**src/rtl/axi_mem_window.sv**
```systemverilog
// AXI4 address-window bridge: remaps a 2^WIN_BITS window from the Rocket master onto the PS HP port,
// limits forwarded transactions in flight and answers out-of-window accesses locally with DECERR.
module axi_mem_window #(
  parameter int ADDR_W = 32,
  parameter int DATA_W = 64,
  parameter int ID_W = 6,
  parameter logic [ADDR_W-1:0] IN_BASE = 32'h8000_0000,
  parameter logic [ADDR_W-1:0] OUT_BASE = 32'h1000_0000,
  parameter int WIN_BITS = 28,
  parameter int MAX_OUT = 8
) (
  input  logic              clock,
  input  logic              reset_n,
  input  logic              s_ar_valid,
  output logic              s_ar_ready,
  input  logic [ADDR_W-1:0] s_ar_addr,
  input  logic [ID_W-1:0]   s_ar_id,
  input  logic [7:0]        s_ar_len,
  input  logic [2:0]        s_ar_size,
  input  logic [1:0]        s_ar_burst,
  input  logic              s_aw_valid,
  output logic              s_aw_ready,
  input  logic [ADDR_W-1:0] s_aw_addr,
  input  logic [ID_W-1:0]   s_aw_id,
  input  logic [7:0]        s_aw_len,
  input  logic [2:0]        s_aw_size,
  input  logic [1:0]        s_aw_burst,
  input  logic              s_w_valid,
  output logic              s_w_ready,
  input  logic [DATA_W-1:0] s_w_data,
  input  logic [DATA_W/8-1:0] s_w_strb,
  input  logic              s_w_last,
  output logic              s_r_valid,
  input  logic              s_r_ready,
  output logic [ID_W-1:0]   s_r_id,
  output logic [DATA_W-1:0] s_r_data,
  output logic [1:0]        s_r_resp,
  output logic              s_r_last,
  output logic              s_b_valid,
  input  logic              s_b_ready,
  output logic [ID_W-1:0]   s_b_id,
  output logic [1:0]        s_b_resp,
  output logic              m_ar_valid,
  input  logic              m_ar_ready,
  output logic [ADDR_W-1:0] m_ar_addr,
  output logic [ID_W-1:0]   m_ar_id,
  output logic [7:0]        m_ar_len,
  output logic [2:0]        m_ar_size,
  output logic [1:0]        m_ar_burst,
  output logic              m_aw_valid,
  input  logic              m_aw_ready,
  output logic [ADDR_W-1:0] m_aw_addr,
  output logic [ID_W-1:0]   m_aw_id,
  output logic [7:0]        m_aw_len,
  output logic [2:0]        m_aw_size,
  output logic [1:0]        m_aw_burst,
  output logic              m_w_valid,
  input  logic              m_w_ready,
  output logic [DATA_W-1:0] m_w_data,
  output logic [DATA_W/8-1:0] m_w_strb,
  output logic              m_w_last,
  input  logic              m_r_valid,
  output logic              m_r_ready,
  input  logic [ID_W-1:0]   m_r_id,
  input  logic [DATA_W-1:0] m_r_data,
  input  logic [1:0]        m_r_resp,
  input  logic              m_r_last,
  input  logic              m_b_valid,
  output logic              m_b_ready,
  input  logic [ID_W-1:0]   m_b_id,
  input  logic [1:0]        m_b_resp
);

  localparam logic [7:0] MAX_CNT = 8'(MAX_OUT);

  typedef enum logic {R_IDLE, R_ERR} rd_state_t;
  typedef enum logic [1:0] {W_IDLE, W_FWD, W_SINK, W_BERR} wr_state_t;

  function automatic logic in_window(input logic [ADDR_W-1:0] a);
    return a[ADDR_W-1:WIN_BITS] == IN_BASE[ADDR_W-1:WIN_BITS];
  endfunction

  function automatic logic [ADDR_W-1:0] xlate(input logic [ADDR_W-1:0] a);
    return {OUT_BASE[ADDR_W-1:WIN_BITS], a[WIN_BITS-1:0]};
  endfunction

  rd_state_t rd_state, rd_next;
  wr_state_t wr_state, wr_next;
  logic ar_full, ar_win, ar_free, aw_full, aw_win, aw_free;
  logic [7:0] rd_cnt, wr_cnt, err_beat;
  logic err_last, b_err, rd_inc, rd_dec, wr_inc, wr_dec;

  assign s_ar_ready = !ar_full;
  assign s_aw_ready = !aw_full;

  // Request slices hold the already-translated address; the window flag decides forward vs error.
  always_ff @(posedge clock or negedge reset_n) begin
    if (!reset_n) begin
      ar_full <= 1'b0; ar_win <= 1'b0; m_ar_addr <= '0; m_ar_id <= '0;
      m_ar_len <= '0; m_ar_size <= '0; m_ar_burst <= '0;
    end else if (s_ar_valid && s_ar_ready) begin
      ar_full <= 1'b1; ar_win <= in_window(s_ar_addr); m_ar_addr <= xlate(s_ar_addr);
      m_ar_id <= s_ar_id; m_ar_len <= s_ar_len; m_ar_size <= s_ar_size; m_ar_burst <= s_ar_burst;
    end else if (ar_free) begin
      ar_full <= 1'b0;
    end
  end

  always_ff @(posedge clock or negedge reset_n) begin
    if (!reset_n) begin
      aw_full <= 1'b0; aw_win <= 1'b0; m_aw_addr <= '0; m_aw_id <= '0;
      m_aw_len <= '0; m_aw_size <= '0; m_aw_burst <= '0;
    end else if (s_aw_valid && s_aw_ready) begin
      aw_full <= 1'b1; aw_win <= in_window(s_aw_addr); m_aw_addr <= xlate(s_aw_addr);
      m_aw_id <= s_aw_id; m_aw_len <= s_aw_len; m_aw_size <= s_aw_size; m_aw_burst <= s_aw_burst;
    end else if (aw_free) begin
      aw_full <= 1'b0;
    end
  end

  always_ff @(posedge clock or negedge reset_n) begin
    if (!reset_n) begin
      rd_state <= R_IDLE;
      wr_state <= W_IDLE;
    end else begin
      rd_state <= rd_next;
      wr_state <= wr_next;
    end
  end

  // An out-of-window read already idle-drained can enter R_ERR at capture time.
  always_comb begin
    rd_next = rd_state;
    case (rd_state)
      R_IDLE: if (rd_cnt == 8'd0 && (ar_full ? !ar_win : (s_ar_valid && !in_window(s_ar_addr))))
                rd_next = R_ERR;
      R_ERR:  if (s_r_ready && err_last) rd_next = R_IDLE;
      default: rd_next = R_IDLE;
    endcase
  end

  always_comb begin
    err_last   = err_beat == m_ar_len;
    m_ar_valid = ar_full && ar_win && (rd_state == R_IDLE) && (rd_cnt < MAX_CNT);
    ar_free    = (m_ar_valid && m_ar_ready) || ((rd_state == R_ERR) && s_r_ready && err_last);
    m_r_ready  = (rd_state == R_IDLE) && s_r_ready;
    if (rd_state == R_ERR) begin
      s_r_valid = 1'b1; s_r_id = m_ar_id; s_r_data = '0; s_r_resp = 2'b11; s_r_last = err_last;
    end else begin
      s_r_valid = m_r_valid; s_r_id = m_r_id; s_r_data = m_r_data; s_r_resp = m_r_resp;
      s_r_last = m_r_last;
    end
  end

  always_comb begin
    wr_next = wr_state;
    case (wr_state)
      W_IDLE: if (aw_full && !aw_win) wr_next = W_SINK;
              else if (m_aw_valid && m_aw_ready) wr_next = W_FWD;
      W_FWD:  if (s_w_valid && s_w_ready && s_w_last) wr_next = W_IDLE;
      W_SINK: if (s_w_valid && s_w_last) wr_next = W_BERR;
      W_BERR: if (b_err && s_b_ready) wr_next = W_IDLE;
      default: wr_next = W_IDLE;
    endcase
  end

  // While W_BERR waits for the drain, forwarded B responses still pass through.
  always_comb begin
    b_err      = (wr_state == W_BERR) && (wr_cnt == 8'd0);
    m_aw_valid = aw_full && aw_win && (wr_state == W_IDLE) && (wr_cnt < MAX_CNT);
    aw_free    = (m_aw_valid && m_aw_ready) || (b_err && s_b_ready);
    m_w_valid  = (wr_state == W_FWD) && s_w_valid;
    m_w_data   = s_w_data;
    m_w_strb   = s_w_strb;
    m_w_last   = s_w_last;
    s_w_ready  = (wr_state == W_SINK) || ((wr_state == W_FWD) && m_w_ready);
    m_b_ready  = !b_err && s_b_ready;
    s_b_valid  = b_err ? 1'b1 : m_b_valid;
    s_b_id     = b_err ? m_aw_id : m_b_id;
    s_b_resp   = b_err ? 2'b11 : m_b_resp;
  end

  assign rd_inc = m_ar_valid && m_ar_ready;
  assign rd_dec = m_r_valid && m_r_ready && m_r_last && (rd_cnt != 8'd0);
  assign wr_inc = m_aw_valid && m_aw_ready;
  assign wr_dec = m_b_valid && m_b_ready && (wr_cnt != 8'd0);

  always_ff @(posedge clock or negedge reset_n) begin
    if (!reset_n) begin
      rd_cnt <= 8'd0; wr_cnt <= 8'd0; err_beat <= 8'd0;
    end else begin
      if (rd_inc && !rd_dec) rd_cnt <= rd_cnt + 8'd1;
      else if (rd_dec && !rd_inc) rd_cnt <= rd_cnt - 8'd1;
      if (wr_inc && !wr_dec) wr_cnt <= wr_cnt + 8'd1;
      else if (wr_dec && !wr_inc) wr_cnt <= wr_cnt - 8'd1;
      if (rd_state != R_ERR) err_beat <= 8'd0;
      else if (s_r_ready) err_beat <= err_beat + 8'd1;
    end
  end

endmodule

```
**config.mk**
```make
export PLATFORM = sky130hd
export DESIGN_NAME = axi_mem_window
export DESIGN_NICKNAME = d
export VERILOG_FILES = /design/src/rtl/axi_mem_window.sv
export SDC_FILE = /design/constraint.sdc
export NUM_CORES = 1
export LEC_CHECK = 0
export CAP_MARGIN = 5
export CELL_PAD_IN_SITES_DETAIL_PLACEMENT = 2
export CELL_PAD_IN_SITES_GLOBAL_PLACEMENT = 2
export CORE_MARGIN = 5
export CORE_UTILIZATION = 16
export CTS_CLUSTER_SIZE = 12
export DETAILED_ROUTE_END_ITERATION = 10
export PLACE_DENSITY = 0.82
export SETUP_SLACK_MARGIN = 0.05
export SYNTH_ARGS = -nofsm -noshare
export SYNTH_HDL_FRONTEND = slang
export SYNTH_SLANG_ARGS = --single-unit
export TNS_END_PERCENT = 5
```
**constraint.sdc**
```tcl
create_clock -name clock -period 3.35 [get_ports clock]
set_input_delay 0.5025 -clock clock [delete_from_list [all_inputs] [get_ports clock]]
set_output_delay 0.5025 -clock clock [all_outputs]
set_load 0.02 [all_outputs]
```
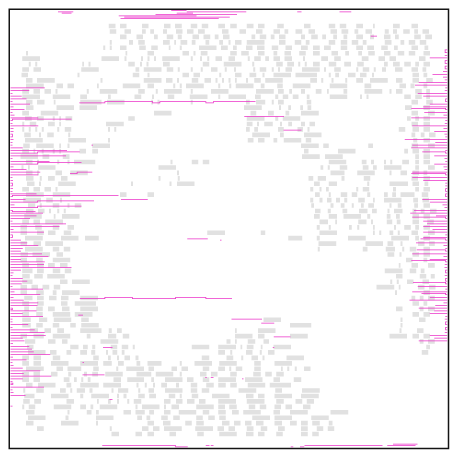
Run 1: met3 routing
Drawn at 2 px/um. Cells faint in the background.
wire length on this layer: 2,480 um
share of all routed wire: 8.7%
longest straight run: 52.9 um
main direction: horizontal

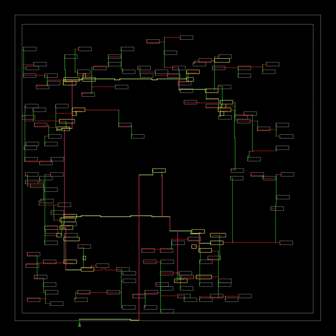
Run 1: clock routing
clk sinks: 127
clock buffer count from CTS: 17
total of clock buffers placed in the layout: 18
worst clock skew: 0.0101 ns
Clk power: 2.28 mW

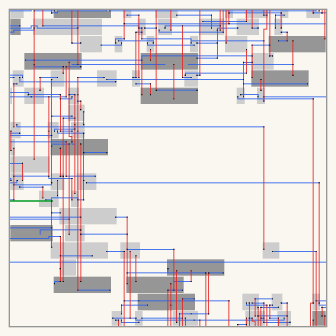
Run 1: zoomed window
Region (139, 139) to (189, 189) um. Cells in grey, sequential cells in the stronger grey; small squares are vias.
[red] M2
[blue] M1
[green] M3
cells with their middle in the window: 56
sequential cells in the window: 11
most frequent: nand2_1 (11), dfrtp_1 (11), xnor2_1 (5)
netlist names of flops here include: err_beat (4), m_ar_id (3), rd_cnt (3)

==> run notes, run 1 <==
Notes on the physical implementation.

- The flow ran to the end, and the final reports show no timing, DRC or antenna violations.
- The library cells used most frequently in the layout, excluding fill and tap cells, are clkdlybuf4s50_1 (375), nand2_1 (166), dfrtp_1 (126).
- The total cell area at the placement stage is 11,000 sq um, for reference.
- The number of enable flip-flop cells is 0, for reference.
- The synthesized-area fraction occupied by adder cells is 3.26%, for reference.
- Along the critical path, the tally of buffer and inverter instances is 2.
- The largest fanout on the critical path is 11, for reference.
- The worst setup path startpoint is wr_cnt[7], for reference.
- Post-route period utilization is reported as 94.8%.
- The path class of the tightest hold or removal check is input pin to async pin.
- In this run the vertical extent of the chip is 219 um.
- The final max-slew violation count recorded for this run is 0.
- The first routing iteration left 181 violations.
- Per the run summary, max-cap violations total 0.
- Setup repair after global routing could not meet its margin everywhere.
- The power share of the clock group is 23.3%, for reference.
- The floorplan core area is 43,100 sq um, for reference.
- The post-route non-filler standard cell count is 1,619, for reference.
- The sequential group share of total power is 28.7%, for reference.
- The number of buffers added to fix hold violations after cts is 0, for reference.
- The H-tree level count is 4, for reference.
- Warnings reported by Yosys during synthesis add up to 0.
- For the worst reg-to-reg path, the startpoint reported by OpenROAD is wr_cnt[7].
- The main kind of combinational logic by area is simple AND/OR/NAND/NOR gates, for reference.
- The tree is rooted in a clkbuf_16.
- The layout summary lists the proportion of cells stronger than drive strength 1 as 12.2%.
- The number of global-route vias before repair came to 7,319.
- The first global-routing pass estimated 42.8 mm of wire.
- The HPWL after detailed placement is 22.1 mm, for reference.
- Post-synth the commonest register cell is dfrtp_1.
- Counting only logic cells after layout, the most numerous master is clkdlybuf4s50_1.
- The finished cells cover 11,800 sq um.
- For the worst setup path, the data required time is 2.85 ns.
- Per STA, the worst path is made up of or4_4 -> nor2_4 -> nand4_4 -> buf_12 -> or2b_1 -> clkdlybuf4s50_1.
- The tally of nets with antenna violations remaining after routing is 0, for reference.
- In the log, the iteration count for the first detailed-route pass is 4.
- The all-layer global routing usage is 11.6%, for reference.
- The synthesis-to-layout area growth is 68.9%, for reference.
- The total power density per cell area is 828 nW/um^2, for reference.
- The TritonCTS clock tree is done, for reference.
- The dominant power group in this design is combinational cells.
- The mean cell area of the mapped netlist is 9.78 sq um, for reference.
- Summed over all cells, the static leakage comes to 4.90 nW.
- For this run, the top clock speed supported by timing is 315 MHz.
- Recorded from the global router log, the overflow total was 0.
- The number of antenna violations at the first check in global routing is 2, for reference.
- The final tally of hold violations is 0, for reference.
- The switching portion of total power comes to 38.1%.
- The slew at the pin closest to its max-slew limit is 0.795 ns, for reference.
- The slew check shows that the tightest pin keeps a relative margin of 46.6%.
- The capture point of the worst register-to-register path is recorded as wr_cnt[7].
- STA reports a reg2reg setup slack of 0.18 ns.
- The main area contributors are dfrtp_1 (46%), mux2_2 (9.2%), nand2_1 (8.9%).
- The most common cell in the synthesized netlist is nand2_1, for reference.
- The worst setup path is captured at an output port.
- The worst setup path is launched from a flop.
- The simple-gate area share of the yosys netlist is 21.1%, for reference.
- Among all stages on the critical path, the maximum delay recorded is 0.59 ns.
- The smallest hold slack is 0.0570 ns, for reference.
- The total power is 9.75 mW, for reference.
- The library cell occupying the most area in the post-synthesis netlist is dfrtp_1, for reference.
- The count of tool warnings is 28, for reference.
- The die is 219 um wide.
- The net switching power figure is 3.71 mW, for reference.
- The share of the synthesized area in the top cell type is 45.6%, for reference.
- The synthesized-area fraction occupied by ao, oa, aoi and oai cells is 4.95%, for reference.
- Before placement the cells fill 16.2% of the core.
- In this run the worst setup path terminates at s_b_valid.
- Cell internal power was estimated by the tool at 6.04 mW.
- Detailed routing inserted a total of 6,247 vias.
- The largest registers in the layout are m_ar_addr x29, m_aw_addr x29.
- The kind of critical path is flop to output port, for reference.
- The proportion of register bits with asynchronous set or reset after synthesis is 100%, for reference.
- The register area share after synthesis is 45.6%, for reference.
- The logic depth of the worst register-to-register path is 11, for reference.
- The DRC violation count after routing is 0, for reference.
- The fraction of synthesized area in multiplexers is 11.1%, for reference.
- The timing report lists the critical path depth as 6 cells.
- According to the floorplan log, the row count is 76.
- The area of the die is 47,900 sq um, for reference.
- The area of combinational cells with multiple inputs is 3140 sq um, for reference.
- The data arrival time of the worst path is 2.67 ns, for reference.
- In the Yosys report the total cell count is 713.
- The flop and latch count out of synthesis is 127, for reference.
- The skew report gives the latency at the later pin of the worst-skew pair as 0.44 ns.
- The count of placed standard cells including taps is 1,585, for reference.
- The clock edge transition at the registers on the reported setup and hold paths is 0.06 ns, for reference.
- 534 I/O pins were placed.
- Registers take 3180 sq um.
- The power in sequential cells is 2.80 mW, for reference.
- The filler cells instantiated in the layout total 4,793.
- The library cell contributing the largest single delay on the critical path is or4_4, for reference.
- The maximum VDD drop is 0.000404 V, for reference.
- The per-cell routed wire length is 17.6 um, for reference.
- The placement-stage worst setup slack is -0.0415 ns, for reference.
- The final routed wirelength across all metal layers is 28.5 mm, for reference.
- The final count of negative-setup-slack endpoints is 0, for reference.
- The final layout contains 1,305 nets.
- The smallest clock period supported by the final layout is computed as 3.18 ns.
- The largest net degree at the start of global routing is 85, for reference.
- The kind of cell adding the most delay to the critical path is simple AND/OR/NAND/NOR gates, for reference.
- The synthesized instance count is 713.
- No sink is reached through more buffers than the 2 on the longest clock path.
- For this run, the detailed router reports a per-instance via density of 3.86.
- For this run, the chip area from Yosys synthesis comes to 6980 sq um.
- Counting distinct cell types in the post-synthesis netlist gives 48.
- Summed over all failing endpoints, the final setup total negative slack is 0 ns.
- The routability-driven placement congestion ratio is 0.727, for reference.
- The combinational cell fraction of total power is 47.9%, for reference.
- The core utilization of the finished layout is 27.4%, for reference.
- The post-synthesis xor/xnor area fraction is 3.01%, for reference.
run 1: routing by layer:
metal | GRT usage, % | up-vias | wire [um]
met2 | 20.7 | 241 | 14800
met4 | 3.85 | 2 | 506
met1 | 12.4 | 3081 | 10700
met3 | 4.72 | 45 | 2480
met5 | 0 | - | 13
li1 | - | 2878 | -
run 1: what timing repair did:
item,4_1_cts,5_1_grt
buffers inserted,1,0
hold endpoints to repair,0,0
pin swaps,0,2
setup endpoints to repair,12,14
gates resized,3,14
run 1: cell type report:
type | count | area share (%)
Antenna cell | 1 | 0.0212
Clock buffer | 18 | 3.73
Clock inverter | 14 | 2.23
Inverter | 12 | 0.382
Multi-Input combinational cell | 469 | 26.7
Sequential cell | 127 | 27.0
Tap cell | 585 | 6.21
Timing Repair Buffer | 393 | 33.8
Run 1, pin map:
Drawn at 1.5 px/um. Pins as bars across the die edge, other pins in grey.
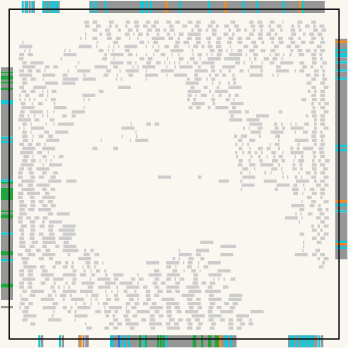

## Run 2: what changed since run 1
--- a/config.mk
+++ b/config.mk
@@ -12,9 +12,9 @@
 export CORE_UTILIZATION = 16
 export CTS_CLUSTER_SIZE = 12
 export DETAILED_ROUTE_END_ITERATION = 10
-export PLACE_DENSITY = 0.82
+export PLACE_DENSITY_LB_ADDON = 0.1
 export SETUP_SLACK_MARGIN = 0.05
 export SYNTH_ARGS = -nofsm -noshare
 export SYNTH_HDL_FRONTEND = slang
 export SYNTH_SLANG_ARGS = --single-unit
-export TNS_END_PERCENT = 5
+export TNS_END_PERCENT = 50
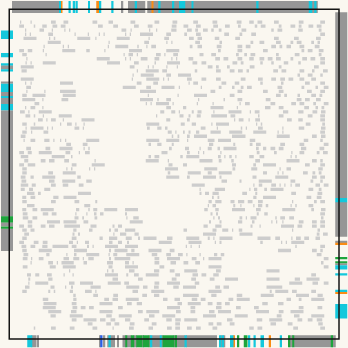
Run 2: pin map
Drawn at 1.5 px/um. Pins as bars across the die edge, other pins in grey.
[cyan] s_w_data | pins: 64 | direction: input | edge: 19 top, 16 left, 16 bottom, 13 right
[blue] s_b_ready | pins: 1 | direction: input | edge: bottom
[orange] s_w_strb | pins: 8 | direction: input | edge: 4 top, 2 right, 2 bottom
[green] s_aw_addr | pins: 32 | direction: input | edge: 26 bottom, 4 left, 2 right
all pins by edge: 180 top, 134 bottom, 127 right, 93 left

==> run 2 against run 1 <==
Against the previous run: synthesized cell count stayed put; sequential power hardly changed; wire length rose by 11%; highest routed layer unchanged; flip-flop count is the same; cell count increased by 0.56%; clock power rose by 4%; critical path type is now flop to flop; hold slack lost 0.0080 ns.
==> run notes, run 2 <==
Notes on the physical implementation.

- The flow ran to the end, and the final reports show no timing, DRC or antenna violations.
- The final net count is 1,313 (+0.61%).
- The final critical-path share of the clock period is 95.6% (+0.78 points).
- The total of plain and repair buffers excluding clock buffers is 401 (+2.0%), for reference.
- The via total after detailed routing is 6,250 (+0.048%), for reference.
- The number of fillers in the final layout is 4,786 (-0.15%), for reference.
- The count of inserted tapcells was 585 (unchanged).
- The headroom to the max-slew limit came to 53.5% (+6.9 points).
- The sequential group share of total power is 28.3% (-0.4 points), for reference.
- The H-tree level count was 4 (unchanged).
- The sequential cell area came to 3180 sq um (unchanged).
- The number of buffers added to fix hold violations after cts is 0 (unchanged).
- Summed over all instances, the cell type with the most area after synthesis is dfrtp_1.
- The core utilization before placement is 16.2% (unchanged).
- The count of multi-input gates was 469 (unchanged).
- The HPWL after detailed placement came to 25.0 mm (+13%).
- The clock edge transition at the registers on the reported setup and hold paths is 0.06 ns (about the same), for reference.
- The most common cell in the synthesized netlist is nand2_1, for reference.
- The buffer-and-inverter tally for the worst setup path was 2 (unchanged).
- The library cells used most frequently in the layout, excluding fill and tap cells, are clkdlybuf4s50_1 (374), nand2_1 (166), dfrtp_1 (126).
- The count of max-cap constraint violations is 0 (unchanged).
- The mean cell area of the mapped netlist came to 9.78 sq um (unchanged).
- The per-cell via count in the routed design is 3.84 (-0.51%), for reference.
- The worst path required time was 3.72 ns (+0.87 ns).
- The met2 routing resource usage after global routing is 22.3% (+1.5 points), for reference.
- The count of placed standard cells including taps is 1,592 (+0.44%), for reference.
- The tally of nets with antenna violations remaining after routing was 0 (unchanged).
- The highest layer touched by signal routing is met5.
- The height of the die was 219 um (unchanged).
- The kind of cell adding the most delay to the critical path is simple AND/OR/NAND/NOR gates, for reference.
- The largest fanout on the critical path is 6 (-5), for reference.
- The number of global-route vias before repair is 6,909 (-5.6%), for reference.
- The fraction of area in clock buffers and inverters is 6.20% (+0.25 points).
- The number of enable flip-flop cells is 0 (unchanged), for reference.
- The most numerous logic cell after layout is clkdlybuf4s50_1, for reference.
- The count of distinct cell types in the synthesized netlist was 48 (unchanged).
- The total I/O pin count is 534 (unchanged).
- The root cell of the clock tree is clkbuf_16, for reference.
- Per STA, the worst path is made up of or4_4 -> nor4b_4 -> nand2_1 -> inv_1 -> ha_1 -> inv_1 -> fa_1 -> a21oi_1 -> o21ai_0 -> a2111oi_0 -> nand3b_1.
- The fraction of cell area in non-clock buffers is 33.8% (+0.081 points), for reference.
- The per-cell routed wire length came to 19.3 um (+9.9%).
- The simple-gate area share of the yosys netlist is 21.1% (unchanged), for reference.
- The critical path startpoint category is a flop, for reference.
- The maximum VDD drop was 0.000309 V (-23%).
- The floorplan core area came to 43,100 sq um (unchanged).
- The routed length on met3 was 3.16 mm (+27%).
- The multi-input combinational area share is 26.4% (-0.30 points), for reference.
- The largest registers in the layout are m_ar_addr x29, m_aw_addr x29.
- The flop share of the area is 26.9% (-0.037 points), for reference.
- The area of combinational cells with multiple inputs is 3110 sq um (-0.99%).
- The synthesized-area fraction occupied by ao, oa, aoi and oai cells is 4.95% (unchanged), for reference.
- The placement-stage worst setup slack is 0.150 ns (+0.192 ns), for reference.
- The net switching power figure is 3.67 mW (-1.3%), for reference.
- The tightest min-delay check is of the input pin to async pin type.
- The DRC violation total after the first TritonRoute iteration is 171 (-5.5%), for reference.
- The TritonCTS clock tree is done, for reference.
- The net switching share of the total power came to 37.2% (-0.82 points).
- The register area share after synthesis is 45.6% (unchanged), for reference.
- The synthesized-area fraction occupied by adder cells is 3.26% (unchanged), for reference.
- The count of tool warnings was 27 (-3.6%).
- The minimum clock period is 3.20 ns (+0.0261 ns), for reference.
- The flop and latch count out of synthesis was 127 (unchanged).
- The final routed wirelength across all metal layers is 31.5 mm (+11%), for reference.
- The routing usage on met3 is 6.24% (+1.5 points), for reference.
- The total clock buffers created by CTS is 17 (unchanged), for reference.
- The number of standard cells after synthesis is 713 (unchanged), for reference.
- The wire length of the first global-routing pass is 46.0 mm (+7.5%).
- The area of the die is 47,900 sq um (unchanged), for reference.
- The wire length on met1 was 11.9 mm (+11%).
- The cell count in the Yosys report is 713 (unchanged), for reference.
- The sum of negative setup slack is 0 ns (unchanged).
- The total power density per cell area came to 834 nW/um^2 (+0.76%).
- The flow measured a signed area growth from synthesis to layout of 69.1%.
- The biggest slice of the total power is consumed by combinational cells.
- The global-route congestion overflow total is 0 (unchanged).
- The clock buffer instance count of the final layout is 19 (+1), for reference.
- The routability-driven placement congestion ratio came to 0.707 (-2.7%).
- The type of element capturing the critical path is a flop, for reference.
- The main kind of combinational logic by area is simple AND/OR/NAND/NOR gates, for reference.
- The kind of critical path is flop to flop, for reference.
- The slew at the pin closest to its max-slew limit is 0.689 ns (-0.107 ns), for reference.
- The smallest hold slack came to 0.0491 ns (-0.00796 ns).
- The power in sequential cells is 2.79 mW (about the same), for reference.
- The number of pins with negative max-slew slack in the final report is 0 (unchanged), for reference.
- The library cell contributing the largest single delay on the critical path is or4_4, for reference.
- The overall die width is 219 um (unchanged), for reference.
- The post-route non-filler standard cell count is 1,628 (+0.56%).
- The maximum number of buffers from clock root to sink is 2 (unchanged), for reference.
- The sequential cell count of the final layout is 127 (unchanged), for reference.
- The fraction of synthesized area in multiplexers came to 11.1% (unchanged).
- The data arrival time of the worst path came to 3.57 ns (+0.90 ns).
- The total met2 wirelength after detailed routing is 16.0 mm (+8.0%), for reference.
- The fmax came to 312 MHz (-0.82%).
- The final count of negative-setup-slack endpoints is 0 (unchanged).
- The clock network latency to the later pin of the worst-skew pair is 0.43 ns (about the same).
- The met1 usage in global routing is 13.9% (+1.4 points), for reference.
- The number of sinks handled by clock tree synthesis is 127 (unchanged).
- The total power came to 9.84 mW (+0.90%).
- The combinational cell fraction of total power came to 47.7% (-0.2 points).
- The DRC violation count after routing is 0 (unchanged).
- The static leakage power is 4.92 nW (+0.24%), for reference.
- The final cell area excluding filler cells is 11,800 sq um (+0.14%), for reference.
- The all-layer global routing usage is 12.7% (+1.1 points), for reference.
- The post-synthesis xor/xnor area fraction is 3.01% (unchanged).
- The number of antenna diodes was 2 (+1).
- The share of the synthesized area in the top cell type is 45.6% (unchanged), for reference.
- The core utilization of the finished layout is 27.4% (+0.038 points), for reference.
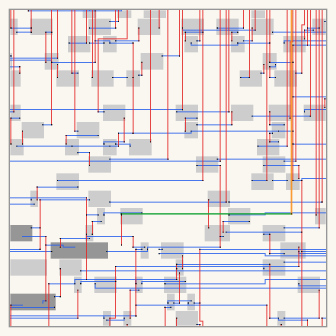
Run 2: zoomed window
Region (139, 139) to (189, 189) um. Cells in grey, sequential cells in the stronger grey; small squares are vias.
[red] M2
[orange] M4
[green] M3
[blue] M1
cells with their middle in the window: 69
most frequent: clkdlybuf4s50_1 (39), nor2b_1 (13), nand2_1 (12)
netlist names of flops here include: m_ar_id (1), m_ar_len (1)
sequential cells in the window: 2

-- run 2: cell counts after synthesis --
Identical to the previous run, type by type.
-- run 2: repair_timing --
action,CTS,global route
endpoints found under the setup margin,7,7
buffers inserted,0,2
hold endpoints to repair,0,0
pin swaps,0,1
resized,7,5
-- run 2: worst paths after layout --
check / startpoint / to / slack, ns / depth (start not counted)
worst max-delay path: wr_cnt[7] / wr_cnt[6] / 0.15 / 11
worst min-delay path: reset_n / m_ar_addr[12] / 0.05 / 1
worst max register to register: wr_cnt[7] / wr_cnt[6] / 0.15 / 11
worst min register to register: m_ar_addr[28] / m_ar_addr[28] / 0.47 / 1
max in group asynchronous: reset_n / wr_cnt[3] / 2.35 / 2
min in group clock: m_ar_addr[28] / m_ar_addr[28] / 0.47 / 1
Power figures rest on the tool's default switching activity, not on a simulated workload.
